**Routing congestion**

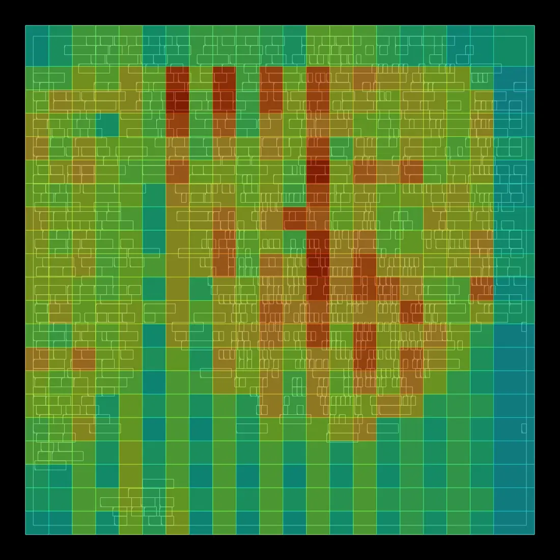
**Placement by cell class**

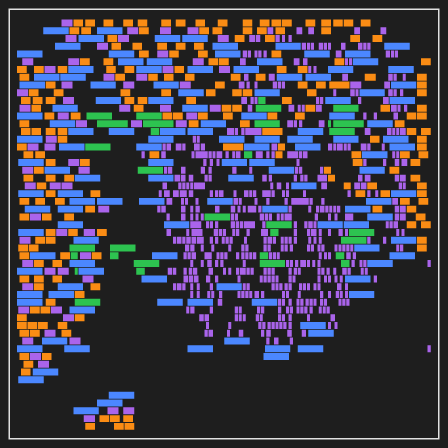
**Cell sizes after repair**

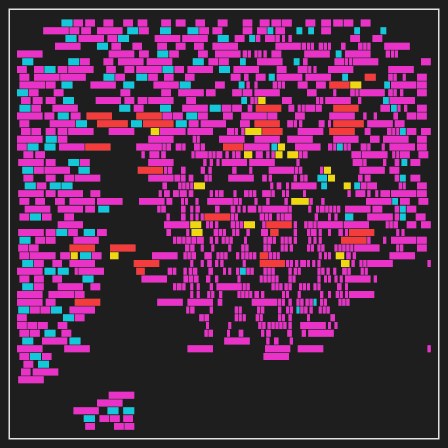
**Cell density map**

15 x 15 tiles, from black (low) to pale yellow (high), 0 to 100% covered.
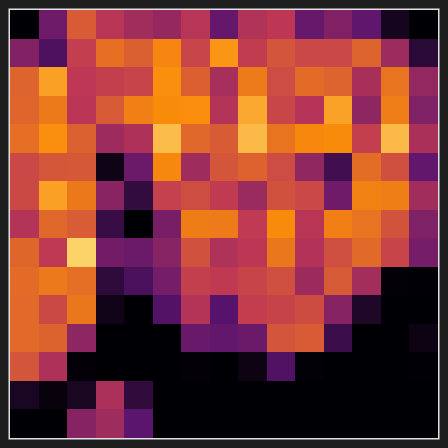
**src/rtl/mem_access_ctrl.sv**
```systemverilog
// MEM-stage data-memory access controller: turns a one-cycle load/store from
// EX/MEM into a req/ack transaction and freezes the pipeline until it completes.
module mem_access_ctrl #(
  parameter int unsigned TIMEOUT  = 256,
  parameter logic [31:0] ERR_DATA = 32'hDEADBEEF
) (
  input  logic        clk_i,
  input  logic        rst_i,
  input  logic        MemRead_i,
  input  logic        MemWrite_i,
  input  logic [31:0] addr_i,
  input  logic [31:0] wdata_i,
  output logic        mem_req_o,
  output logic        mem_we_o,
  output logic [31:0] mem_addr_o,
  output logic [31:0] mem_wdata_o,
  input  logic        mem_ack_i,
  input  logic [31:0] mem_rdata_i,
  output logic [31:0] Memout_o,
  output logic        stall_o,
  output logic        err_o
);

  typedef enum logic [1:0] {S_IDLE, S_WAIT, S_DONE} state_t;

  state_t      state;
  logic [31:0] wait_cnt;
  logic        req_any;
  logic        timed_out;

  assign req_any   = MemRead_i | MemWrite_i;
  assign timed_out = (TIMEOUT != 0) && (wait_cnt == TIMEOUT - 1);

  // Gated by reset so an abandoned access releases the pipeline immediately.
  assign stall_o = rst_i && (((state == S_IDLE) && req_any) || (state == S_WAIT));

  always_ff @(posedge clk_i or negedge rst_i) begin
    if (!rst_i) begin
      state       <= S_IDLE;
      wait_cnt    <= '0;
      mem_req_o   <= 1'b0;
      mem_we_o    <= 1'b0;
      mem_addr_o  <= '0;
      mem_wdata_o <= '0;
      Memout_o    <= '0;
      err_o       <= 1'b0;
    end else begin
      case (state)
        S_IDLE: begin
          if (req_any) begin
            state       <= S_WAIT;
            wait_cnt    <= '0;
            mem_req_o   <= 1'b1;
            mem_we_o    <= MemWrite_i;  // write wins if both are set
            mem_addr_o  <= {addr_i[31:2], 2'b00};
            mem_wdata_o <= wdata_i;
          end
        end
        S_WAIT: begin
          if (mem_ack_i) begin
            state     <= S_DONE;
            mem_req_o <= 1'b0;
            if (!mem_we_o) Memout_o <= mem_rdata_i;
          end else if (timed_out) begin
            state     <= S_DONE;
            mem_req_o <= 1'b0;
            err_o     <= 1'b1;
            if (!mem_we_o) Memout_o <= ERR_DATA;
          end else begin
            wait_cnt <= wait_cnt + 32'd1;
          end
        end
        // EX/MEM still holds the finished instruction here; never re-issue it.
        S_DONE:  state <= S_IDLE;
        default: state <= S_IDLE;
      endcase
    end
  end

endmodule

```
**config.mk**
```make
export PLATFORM = sky130hd
export DESIGN_NAME = mem_access_ctrl
export DESIGN_NICKNAME = d
export VERILOG_FILES = /design/src/rtl/mem_access_ctrl.sv
export SDC_FILE = /design/constraint.sdc
export NUM_CORES = 1
export LEC_CHECK = 0
export ABC_AREA = 1
export CAP_MARGIN = 20
export CORE_MARGIN = 2
export CORE_UTILIZATION = 30
export DETAILED_ROUTE_END_ITERATION = 7
export HOLD_SLACK_MARGIN = 0.08
export PLACE_DENSITY = 0.61
export SYNTH_ARGS = -nofsm -noshare
export SYNTH_HDL_FRONTEND = slang
export SYNTH_SLANG_ARGS = --single-unit
```
**constraint.sdc**
```tcl
create_clock -name clk_i -period 3 [get_ports clk_i]
set_input_delay 0.3 -clock clk_i [delete_from_list [all_inputs] [get_ports clk_i]]
set_output_delay 0.3 -clock clk_i [all_outputs]
set_load 0.02 [all_outputs]
```
==> Flow_metrics.wiki <==
=== Physical design figures ===
{| class="wikitable"
! Metric !! Value
|-
| Outcome || finished clean
|-
| PnR worst setup slack || 0.404 ns
|-
| Tap cells || 275
|-
| Antenna violations before repair || 0
|-
| DRT antenna net count || 0
|-
| Clock slew seen by the registers of the worst setup and hold paths || 0.06 ns
|-
| Number of endpoints with negative hold slack in the final report || 0
|-
| Switching Power || 0.00326 W
|-
| Clock Skew || 0.0106 ns
|-
| Worst voltage drop across the vdd grid || 0.567 mV
|-
| Number of buffers added by the clock tree synthesis step || 17
|-
| Layout fillers || 2059
|-
| Seq area share || 35.4%
|-
| Clock tree from TritonCTS || yes
|-
| Cell taking the most area after synthesis || sky130_fd_sc_hd__dfrtp_1
|-
| Site Rows || 53
|-
| Clk pwr share || 24.0%
|-
| Layout clock buffers || 19
|-
| H-tree levels || 4
|-
| Power per unit of standard cell area || 964 nW/um^2
|-
| Length in cells of the worst reg-to-reg path || 10
|-
| Register area || 3280 um^2
|-
| Clock distribution area overhead in the final layout || 6.56%
|-
| Number of antenna repair diodes || 0
|-
| Power consumed by the clock network || 0.00214 W
|-
| Reg-to-Reg Start || wait_cnt[0]
|-
| Startpoint type of the worst setup path || flop
|-
| Total sequential power || 0.00279 W
|-
| Cell depth of the worst hold path || 3
|-
| Final Total Pwr || 0.00893 W
|-
| Arrival time of data at the critical path endpoint || 2.30 ns
|-
| Top flip-flop cell by instance count after synthesis || sky130_fd_sc_hd__dfrtp_1
|-
| Cell at the slowest stage of the critical path || sky130_fd_sc_hd__clkdlybuf4s50_1
|-
| Highest signal layer in the routed design || met4
|-
| Biggest consumer || combinational logic
|-
| Share of Yosys cell area claimed by the top area cell type || 51.2%
|-
| WS Path Type || flop to primary output
|-
| Final HPWL from detailed placement || 11300 um
|-
| Max-Cap Viols || 0
|-
| Final wirelength || 16800 um
|-
| Commonest Layout Cell || sky130_fd_sc_hd__nand2_1
|-
| Non-CTS buffers || 205
|-
| Tool warning count || 30
|-
| Clock Latency Late Sink || 0.42 ns
|-
| Switching share of total power || 36.5%
|-
| Post-synthesis to final-layout area growth || 44.8%
|-
| Startpoint of the worst setup timing path || state[1]
|-
| Compound Share, Synth || 2.03%
|-
| Number of nets in the finished design || 1031
|-
| Number of global-route vias before repair || 5501
|-
| Post-DP Area || 8630 um^2
|-
| Setup TNS || 0 ns
|-
| Cell internal power dissipation || 0.00567 W
|-
| Maximum buffer depth of the clock tree || 2
|-
| Mux cell area share || 10.9%
|-
| Synth top cells by count || 229 x sky130_fd_sc_hd__nand2_1, 131 x sky130_fd_sc_hd__dfrtp_1, 94 x sky130_fd_sc_hd__nor2_1
|-
| CP endpoint kind || primary output
|-
| YS warnings || 0
|-
| Clock net sink count || 131
|-
| Mapped Area || 6400 um^2
|-
| Most numerous logic cells after layout || 229 x sky130_fd_sc_hd__nand2_1, 195 x sky130_fd_sc_hd__clkdlybuf4s50_1, 131 x sky130_fd_sc_hd__dfrtp_1
|-
| DRT met1 WL || 7510 um
|-
| Setup repair after global routing missed its margin || false
|-
| Fraction of the mapped netlist area in adder cells || 0.196%
|-
| Largest registers || Memout_o (32), mem_wdata_o (32), wait_cnt (32)
|-
| End point of the worst hold path || Memout_o[4]
|-
| Timing endpoint of the critical path || stall_o
|-
| Met2 layer wire length in the routed design || 7850 um
|-
| Share of synthesized area occupied by flip-flops and latches || 51.2%
|-
| Proportion of register bits with asynchronous set or reset after synthesis || 100%
|-
| Post-synthesis instance total || 736
|-
| XOR/XNOR share of the synthesized area || 0.274%
|-
| Placed Cells incl. Taps || 1183
|-
| Vias after detailed routing || 5552
|-
| Share of total power in combinational logic || 44.8%
|-
| Number of buffer and inverter instances along the worst setup path || 3
|-
| Metal3 WL || 1240 um
|-
| Average footprint of a synthesized cell || 8.70 um^2
|-
| CTS resizes || 0
|-
| Detailed-routing iteration count for the pre-antenna-repair pass || 4
|-
| # setup viols final || 0
|-
| Biggest cell delay along the critical path || 0.68 ns
|-
| Final global-route overflow total || 0
|}
## Picture notes: 'routing congestion'
GRT Resource Usage Total: 15.1%
met1 Track Usage GR: 19.4%
routing usage on met2: 24.1%
average routed wire per standard cell: 13.8 um
Final Util: 44.2%

## Picture notes: 'placement by cell class'
Key: orange = other buffers and delay cells [cells 205, share of their area 23%]; purple = all other logic [cells 574, share of their area 33%]; green = clock drivers and dummy loads [cells 32, share of their area 6.8%]; blue = flip-flops [cells 131, share of their area 37%]

## Picture notes: 'cell sizes after repair'
Key: magenta = drive 1 or less [cells 802]; cyan = drive 2 [cells 93]; yellow = drive 3 to 4 [cells 20]; red = drive 6 and up [cells 27]

## Picture notes: 'cell density map'
The emptiest ninth of the die: south-east. The mean over all tiles is 40%. The fullest tile reaches 90%.
Core Density at Floorplan: 30.5%
CORE AREA: 21000 um^2

Power and IR drop assume default switching activity.
